[config.mk]
export PLATFORM = sky130hd
export DESIGN_NAME = trace_buffer
export DESIGN_NICKNAME = d
export VERILOG_FILES = /design/src/rtl/trace_buffer.sv
export SDC_FILE = /design/constraint.sdc
export NUM_CORES = 1
export LEC_CHECK = 0
export CAP_MARGIN = 20
export CORE_MARGIN = 5
export CORE_UTILIZATION = 25
export CTS_CLUSTER_SIZE = 30
export DETAILED_ROUTE_END_ITERATION = 8
export SYNTH_ARGS = -nofsm -noshare
export SYNTH_HDL_FRONTEND = slang
export SYNTH_SLANG_ARGS = --single-unit
[constraint.sdc]
create_clock -name clk -period 12.7 [get_ports clk]
set_input_delay 3.81 -clock clk [delete_from_list [all_inputs] [get_ports clk]]
set_output_delay 3.81 -clock clk [all_outputs]
set_load 0.1 [all_outputs]
[src/rtl/trace_buffer.sv]
// Retire-trace FIFO: first-word-fall-through buffer of retired-instruction records with
// drop accounting and an exit/drain/done sequence. Optional macro TRACE_WB_FILTER_EN keeps
// only register-writing records.
module trace_buffer #(
  parameter int unsigned DEPTH = 16,
  parameter int unsigned DROPW = 16
) (
  input  logic             clk,
  input  logic             rst,
  input  logic             in_valid,
  input  logic [31:0]      in_pc,
  input  logic [31:0]      in_inst,
  input  logic             in_wb_en,
  input  logic [4:0]       in_wb_addr,
  input  logic [31:0]      in_wb_data,
  input  logic             in_exit,
  output logic             out_valid,
  input  logic             out_ready,
  output logic [31:0]      out_pc,
  output logic [31:0]      out_inst,
  output logic             out_wb_en,
  output logic [4:0]       out_wb_addr,
  output logic [31:0]      out_wb_data,
  output logic             overflow,
  output logic [DROPW-1:0] drop_cnt,
  output logic             done
);

  localparam int unsigned AW = (DEPTH > 1) ? $clog2(DEPTH) : 1;
  localparam int unsigned CW = $clog2(DEPTH + 1);

  typedef enum logic [1:0] {StRun, StDrain, StDone} state_e;

  typedef struct packed {
    logic [31:0] pc;
    logic [31:0] inst;
    logic        wb_en;
    logic [4:0]  wb_addr;
    logic [31:0] wb_data;
  } rec_t;

  rec_t          mem [DEPTH];
  rec_t          head;
  state_e        state_q;
  logic [AW-1:0] wr_ptr_q, rd_ptr_q;
  logic [CW-1:0] count_q, count_d;
  logic          overflow_q, done_q;
  logic [DROPW-1:0] drop_cnt_q;
  logic          rec_ok, accept, full, push, pop, drop;

`ifdef TRACE_WB_FILTER_EN
  assign rec_ok = in_wb_en;
`else
  assign rec_ok = 1'b1;
`endif

  assign full      = (count_q == CW'(DEPTH));
  assign out_valid = (count_q != '0) && (state_q != StDone);
  assign pop       = out_valid && out_ready;
  assign accept    = in_valid && (state_q == StRun) && rec_ok;
  // A full FIFO still takes the record when the head leaves on the same edge.
  assign push      = accept && (!full || pop);
  assign drop      = accept && full && !pop;

  always_comb begin
    count_d = count_q;
    case ({push, pop})
      2'b10:   count_d = count_q + CW'(1);
      2'b01:   count_d = count_q - CW'(1);
      default: count_d = count_q;
    endcase
  end

  always_ff @(posedge clk) begin
    if (push) begin
      mem[wr_ptr_q] <= '{pc: in_pc, inst: in_inst, wb_en: in_wb_en,
                         wb_addr: in_wb_addr, wb_data: in_wb_data};
    end
  end

  always_ff @(posedge clk or posedge rst) begin
    if (rst) begin
      state_q    <= StRun;
      wr_ptr_q   <= '0;
      rd_ptr_q   <= '0;
      count_q    <= '0;
      overflow_q <= 1'b0;
      drop_cnt_q <= '0;
      done_q     <= 1'b0;
    end else begin
      count_q <= count_d;
      if (push) wr_ptr_q <= wr_ptr_q + AW'(1);
      if (pop)  rd_ptr_q <= rd_ptr_q + AW'(1);
      if (drop) begin
        overflow_q <= 1'b1;
        if (drop_cnt_q != '1) drop_cnt_q <= drop_cnt_q + DROPW'(1);
      end
      case (state_q)
        StRun: begin
          if (in_exit) state_q <= StDrain;
        end
        StDrain: begin
          if (count_d == '0) begin
            state_q <= StDone;
            done_q  <= 1'b1;
          end
        end
        default: state_q <= StDone;
      endcase
    end
  end

  // Fields read as zero whenever no record is presented (covers reset and unwritten storage).
  assign head        = out_valid ? mem[rd_ptr_q] : '0;
  assign out_pc      = head.pc;
  assign out_inst    = head.inst;
  assign out_wb_en   = head.wb_en;
  assign out_wb_addr = head.wb_addr;
  assign out_wb_data = head.wb_data;
  assign overflow    = overflow_q;
  assign drop_cnt    = drop_cnt_q;
  assign done        = done_q;

endmodule

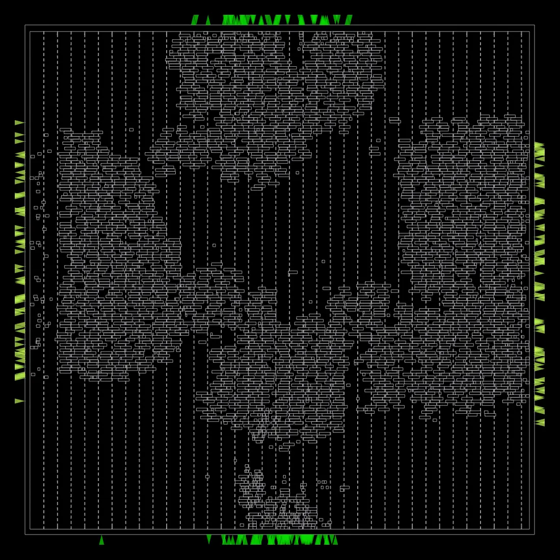
**Above:** run 1 (cell placement).
Core Area: 0.2542 mm²
Final Non-Filler Cells: 6413

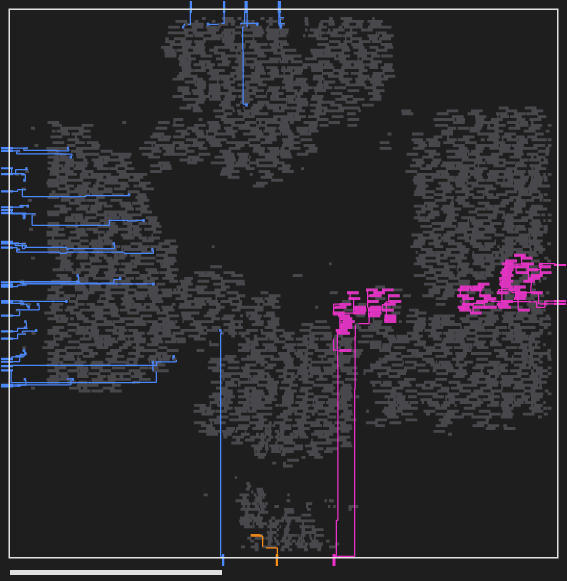
**Above:** run 1 (nets reached from selected ports).
Scale bar: 200 µm.
legend:
  `out_pc`:
    color: blue
    bits: 32
    direction: output
    end_cells: 32
    buffers: 34
    wire: 2190 µm
  `overflow`:
    color: orange
    bits: 1
    direction: output
    end_cells: 1
    buffers: 1
    wire: 33.5 µm
  `in_wb_addr`:
    color: magenta
    bits: 5
    direction: input
    end_cells: 80
    buffers: 5
    wire: 1250 µm

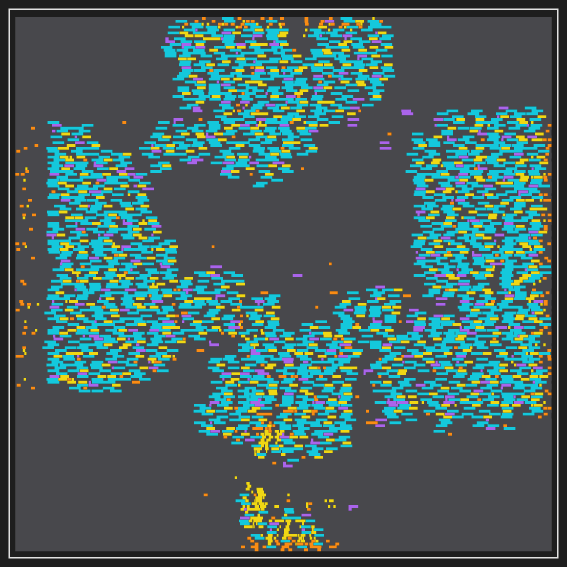
**Above:** run 1 (placed cells, one color a class).
Fill, decap, tap and diode cells in gray.
legend:
  clock drivers and dummy loads:
    color: purple
    cells: 321
  remaining logic cells:
    color: yellow
    cells: 758
  registers:
    color: cyan
    cells: 1665
  remaining buffers and delay cells:
    color: orange
    cells: 287

==> results_dict.tcl, run 1 <==
# flow metrics
set metrics [dict create \
    final.min_clock_period_ns 9.133 \
    grt_antenna_before_repair 37 \
    placedInstanceArea_mm2 0.07018 \
    fillCellCount 24370 \
    grt_util_met1_pct 14.56 \
    yosys.area_share.aoi_pct 0.1647 \
    ys_sh_xor_pct 0.3431 \
    pg_comb_mw 7.30 \
    wl_met3_mm 9.502 \
    rr_endpoint "mem[0][26]" \
    finClkSkew_ns 0.06095 \
    area_growth_syn_to_layout_pct 18.94 \
    crit_cells 6 \
    status "completed" \
    clk_share_pct 7.471 \
    tap_cells 3366 \
    cts_tree "yes" \
    r2r_cells 7 \
    routed_via_density 4.431 \
    wl_per_cell_um 24.20 \
    fmax_mhz 109.5 \
    crit_path_max_fanout 101 \
    crit_type "reg2out" \
    critPathCapture "out_wb_addr[3]" \
    path_clk_slew_ns 0.06 \
    ys_cells 2557 \
    critPathTopFamily "buffers and inverters" \
    crit_path_frequent_cell "mux4_2" \
    n_all_inverters 11 \
    cp_num_buf_inv 3 \
    edf_count 1632 \
    ys_warn_count 0 \
    largest_cell_class "registers" \
    common_cells "1632 x edfxtp_1, 510 x mux4_2, 103 x and2_1" \
    numCtsBuffers 177 \
    grt_pass1_wl_mm 222.1 \
    first_pass_iters 5 \
    crit_path_start_kind "register" \
    postCtsSetupBuffers 0 \
    combPwrFrac_pct 38.7 \
    busiest_layer "met2" \
    grt_usage_pct 11.53 \
    synthCells 2557 \
    n_clock_buffer 224 \
    synth_nets 2674 \
    switching_share_pct 37.65 \
    maxPowerGroup "combinational logic" \
    clock-sinks 1665 \
    slowest_delay_ns 1.02 \
    grt_max_degree 155 \
    comb_area_mm2 0.01322 \
    design_area_mm2 0.07591 \
    clockRootBuffer "clkbuf_16" \
    fin_crit_sh_pct 71.92 \
    numPortBuffers 227 \
    ys_seq_elements 1665 \
    fin_hold_ws_ns 0.4754 \
    buf_share_pct 3.791 \
    p_sw_mw 7.098 \
    final_util_pct 29.87 \
    finalSetupViolCount 0 \
    dp_cells 6075 \
    layout_top_cell "edfxtp_1" \
    dp_hpwl_mm 76.80 \
    final_nets 3006 \
    die-width_um 515.3 \
    synth_top_cell_by_area "edfxtp_1" \
    hold_path_end "overflow" \
    cts-hold-fix-buffers 0 \
    seqPwrFrac_pct 34.6 \
    area_leaders "edfxtp_1 77%, mux4_2 18%, dfrtp_1 1.3%" \
    clock_latency_ns 0.81 \
    wl_mm 155.2 \
    gr-total-overflow 0 \
    yosys.cell_count.top_type "edfxtp_1" \
    grt_use_met3_pct 2.925 \
    die_y_um 515.3 \
    tightest_slew_ns 1.125 \
    syn_area_per_cell_um2 24.96 \
    endpoint_kind "output pin" \
    num_antenna_cells 16 \
    ys_chip_area_mm2 0.06382 \
    core.rowCount 185 \
    initialDrtViolationCount 2578 \
    largest_reg_flops 1632 \
    drive_gt1_share_pct 27.94 \
    p_total_mw 18.85 \
]
==> run 1 -> run 2 <==
Clock period 12.7 ns to 9.6 ns, I/O delays scaled along.
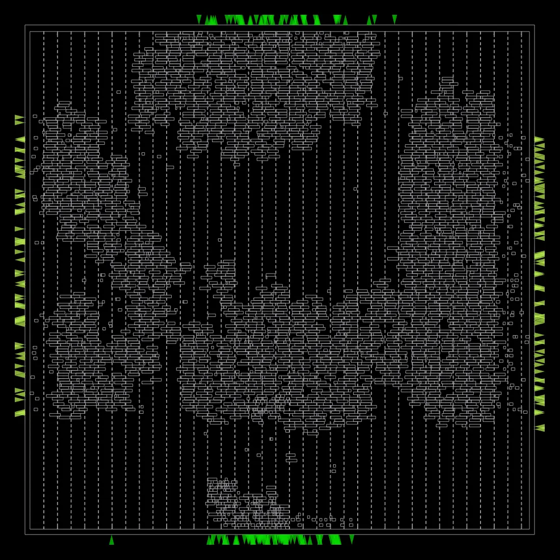
**Above:** run 2 (cell placement).
Seq area share: 65.54%
Post-Route Utilization: 29.93%

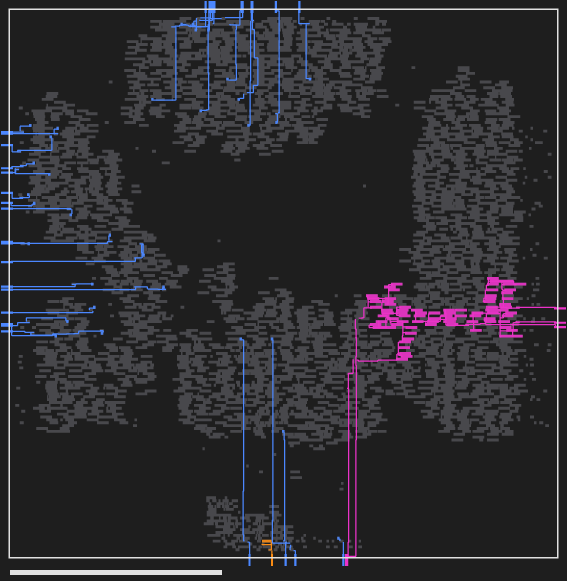
**Above:** run 2 (nets reached from selected ports).
Scale bar: 200 µm.
legend:
  `in_wb_addr`:
    color: magenta
    bits: 5
    direction: input
    end_cells: 80
    buffers: 5
    wire: 1310 µm
  `overflow`:
    color: orange
    bits: 1
    direction: output
    end_cells: 1
    buffers: 1
    wire: 25.3 µm
  `out_pc`:
    color: blue
    bits: 32
    direction: output
    end_cells: 32
    buffers: 34
    wire: 2620 µm
port bufs: 227
# IOs: 228

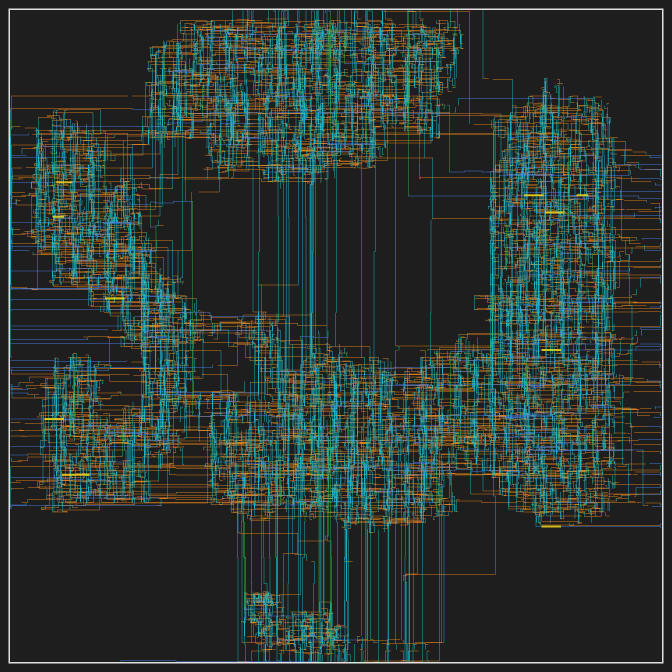
**Above:** run 2 (routed metal, one color a layer).
legend:
  M2:
    color: cyan
    wire_length: 80.6 mm
  M4:
    color: green
    wire_length: 3560 µm
  M3:
    color: blue
    wire_length: 10400 µm
  M1:
    color: orange
    wire_length: 64.1 mm
  M5:
    color: yellow
    wire_length: 129 µm
via count: 28640
routed len/inst: 24.76 µm
GRT Util Overall: 11.84%

==> run 2 against run 1 <==
Compared with the run above:
- first-iteration DRC count grew 6.7%
- clock-buffer cell count shrank 21
- area after synthesis did not move
- critical path type unchanged
- largest cell class unchanged
==> results_dict.tcl, run 2 <==
# flow metrics
set metrics [dict create \
    status "completed" \
    crit_path_frequent_cell "mux4_2" \
    cts_tree "yes" \
    core.rowCount 185 \
    routed_via_density 4.465 \
    grt_antenna_before_repair 40 \
    dp_hpwl_mm 79.82 \
    synth_nets 2674 \
    pre_cts_slack_ns 2.648 \
    gr-total-overflow 0 \
    n_clock_buffer 203 \
    endpoint_kind "output pin" \
    critPathCapture "out_pc[13]" \
    coreArea_mm2 0.2542 \
    grt_pass1_wl_mm 225.5 \
    tightest_slew_ns 1.147 \
    clock-sinks 1665 \
    die-width_um 515.3 \
    slew_headroom_pct 23.26 \
    synthCells 2557 \
    n_all_inverters 11 \
    nNonClkBuffers 296 \
    layout_top_cell "edfxtp_1" \
    worst_slack_ns 1.938 \
    fillCellCount 24380 \
    yosys.cell_count.top_type "edfxtp_1" \
    clk_share_pct 7.330 \
    worstReg2RegStart "count_q[1]" \
    syn_area_per_cell_um2 24.96 \
    crit_type "reg2out" \
    crit_path_start_kind "register" \
    p_total_mw 24.94 \
    largest_cell_class "registers" \
    syn-cell-area_mm2 0.06382 \
    hold_path_end "done" \
    top_layer "met5" \
    drive_gt1_share_pct 28.29 \
    common_cells "1632 x edfxtp_1, 510 x mux4_2, 103 x and2_1" \
    maxPowerGroup "combinational logic" \
    ys_types 41 \
    setup_tns_ns 0 \
    design_area_mm2 0.07606 \
    hold-path-cell-count 1 \
    area_leaders "edfxtp_1 77%, mux4_2 18%, dfrtp_1 1.3%" \
    edf_count 1632 \
    clockRootBuffer "clkbuf_16" \
    wl_met3_mm 10.38 \
    ys_warn_count 0 \
    combPwrFrac_pct 39.0 \
    slowest_delay_ns 0.97 \
    busiest_layer "met2" \
    final_nets 3009 \
    postSynthSeqShare_pct 78.08 \
    wl_mm 158.8 \
    power_frac_clock_pct 26.4 \
    ys_seq_elements 1665 \
    comb_area_share_pct 17.42 \
    drt-met1-wl_mm 64.06 \
    pg_comb_mw 9.73 \
    path_cells "buf_12 > buf_4 > mux4_2 > mux4_2 > and2_1 > clkdlybuf4s50_1" \
    crit_path_max_fanout 36 \
    first_pass_iters 7 \
    dp_cells 6083 \
    num_antenna_cells 14 \
    vdd_drop_max_mv 0.3737 \
    synth_top_cell_by_area "edfxtp_1" \
    finalSetupViolCount 0 \
    instances_no_fill 6413 \
    fin_crit_sh_pct 79.81 \
    die_y_um 515.3 \
    grt_util_met1_pct 15.16 \
    ys_cells 2557 \
    most-common-layout-cells "1632 x edfxtp_1, 510 x mux4_2, 227 x clkdlybuf4s50_1" \
    ys_sh_xor_pct 0.3431 \
    initialDrtViolationCount 2750 \
    switching_share_pct 37.79 \
    buf_share_pct 4.080 \
    postCtsSetupBuffers 0 \
    grt_use_met3_pct 2.582 \
    path_clk_slew_ns 0.06 \
    largest_reg_flops 1632 \
    placedInstanceArea_mm2 0.07041 \
    area_growth_syn_to_layout_pct 19.17 \
    fmax_mhz 130.5 \
    holdCritPathClass "reg2reg" \
    reg2reg_slack_ns 5.87 \
    met2_usage_pct 20.28 \
    grt_max_degree 99 \
    yosys.area_share.aoi_pct 0.1647 \
    critPathTopFamily "buffers and inverters" \
    ys_chip_area_mm2 0.06382 \
    rsz0062_at_grt "false" \
    numCtsBuffers 171 \
    cts-hold-fix-buffers 0 \
    tap_cells 3366 \
    final.min_clock_period_ns 7.662 \
    seqPwrFrac_pct 34.6 \
    finClkSkew_ns 0.03610 \
    rr_endpoint "done" \
    r2r_cells 12 \
    slowest_stage "clkdlybuf4s50_1" \
    fin_hold_ws_ns 0.4646 \
    p_sw_mw 9.424 \
    clock_latency_ns 0.82 \
    crit_cells 6 \
    comb_area_mm2 0.01325 \
    cp_num_buf_inv 3 \
]
